Design div_clk_monitor, sky130hd; sources not shown.
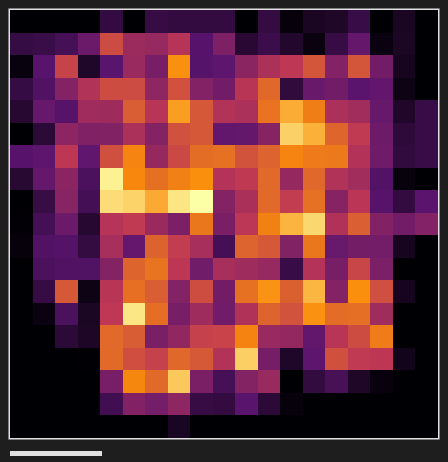
Figure 1: signal metal coverage by tile.
The bar under the picture is 20 um long. The die is cut into 19 by 19 equal tiles; black is low, pale yellow is high, scaled to the fullest tile. Values are wire area over tile area, all layers added.
The densest ninth of the die: center. The mean over all tiles is 0.13. 20% of the tiles are nearly empty. 27% of the tiles are over half the peak.
Detailed Route WL: 7010 um
global-route usage over all layers: 17.7%
routed len/inst: 13.0 um
via count: 2662

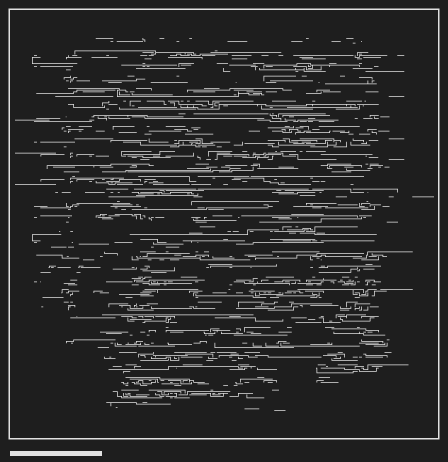
Figure 2: metal 1.
The bar under the picture is 20 um long.
The layer holds 50% of the routed length. The layer carries 3540 um of wire. The longest straight run is 32.7 um. The wires run mostly horizontal. 442 nets have wire on it.
met1 Use GR: 24.1%

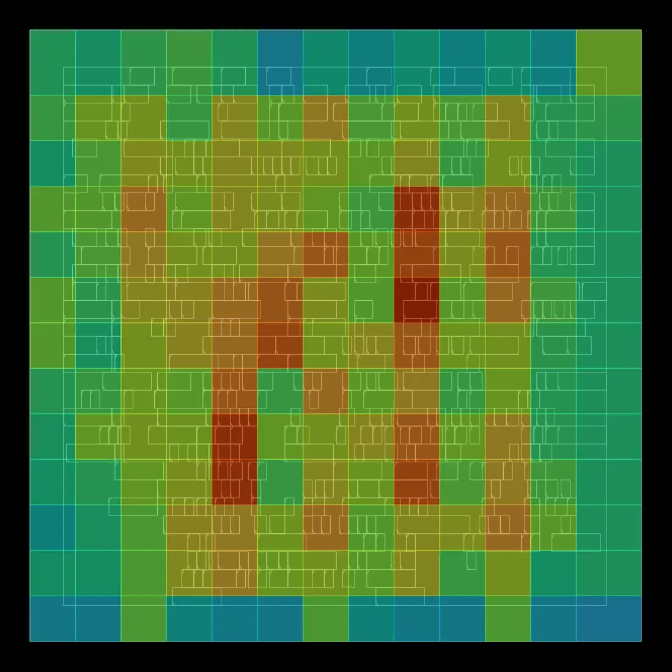
Figure 3: track usage over the die.
met2 Track Usage GR: 25.4%
gr busiest metal: met2
grt met3 use: 3.25%
final core occ: 54.9%

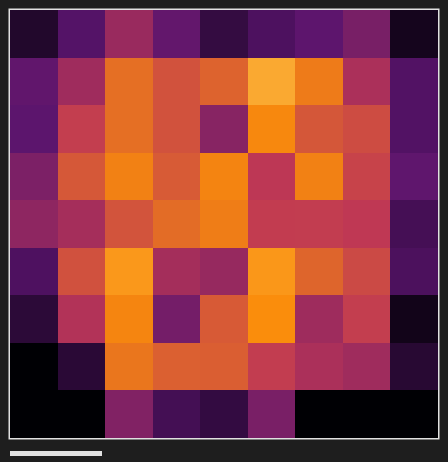
Figure 4: cell area per tile.
The bar under the picture is 20 um long. The die is cut into 9 by 9 equal tiles; black is low, pale yellow is high, 0 to 100% covered.
The mean over all tiles is 42%. 7.4% of the tiles are nearly empty. The densest ninth of the die: center. The fullest tile reaches 81%. The emptiest ninth of the die: south-east.
CORE AREA: 0.00672 mm2
fp_density: 45.8%

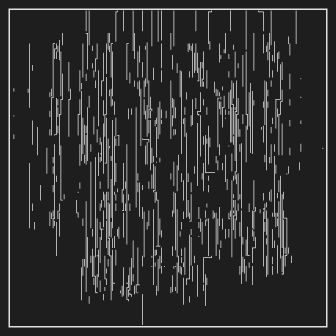
Figure 5: the metal 2 layer.
355 nets have wire on it. The longest straight run is 31.6 um. The layer carries 3100 um of wire. The layer holds 44% of the routed length. The wires run mostly vertical.

==> results.sh <==
# yosys + openroad results
export IMPL_status="complete, no violations"
export IMPL_nets=471
export IMPL_placedInstanceArea_mm2=0.00347
export IMPL_logic_area_mm2=0.00144
export IMPL_synthMuxAreaShare_pct=0
export IMPL_synthTopLogicFamily="simple AND/OR/NAND/NOR gates"
export IMPL_setup_tns_ns=0
export IMPL_dr_pass1_iters=5
export IMPL_fin_hold_ws_ns=0.412
export IMPL_yosys_stat_area_mm2=0.00308
export IMPL_largest_reg_flops=9
export IMPL_dominant_cells="logic gates"
export IMPL_fin_worst_skew_ns=0.00763
export IMPL_r2r_worst_path_cells=10
export IMPL_dp_hpwl_um=5010
export IMPL_syn_nets=435
export IMPL_fill_cells=652
export IMPL_nNonClkBuffers=38
export IMPL_tightest_slew_ns=0.640
export IMPL_drv_cap=0
export IMPL_cts_root_buffer="clkbuf_8"
export IMPL_ys_ff=70
export IMPL_top_cell_area_share_pct=45.5
export IMPL_n_all_inverters=45
export IMPL_synthMostInstantiatedCell="nor2_1"
export IMPL_finalNonFillerCells=539
export IMPL_die_height_um=92.7
export IMPL_io_pins=31
export IMPL_cts_clk_slew_worst_paths_ns=0.08
export IMPL_sh_seq_area_pct=38.0
export IMPL_critPathArrivalTime_ns=1.31
export IMPL_fin_crit_ns=1.86
## power breakdown
part	switching, mW	leakage [nW]	internal (mW)	total [mW]
logic	0.0272	0.985	0.0166	0.0438
clock network	0.499	0.108	0.665	1.16
registers	0.00184	0.565	1.27	1.27
total	0.528	1.66	1.95	2.48
## stage by stage
stage | setup slack, ns | power (mW)
2_1_floorplan | 0.510 | 1.33
3_3_place_gp | 0.188 | 1.35
3_5_place_dp | 0.181 | 1.35
4_1_cts | 0.318 | 2.51
5_1_grt | 0.167 | 2.56
6_report | 0.337 | 2.48
## metal layers
metal / part of all wire [%] / track usage, % / routed length, um
met1: 50 / 24.1 / 3540
met2: 44 / 25.4 / 3100
met3: 3.8 / 3.25 / 264
met4: 1.5 / 8.06 / 107
met5: 0 / - / 0
Power is estimated from default activity; no workload was simulated.
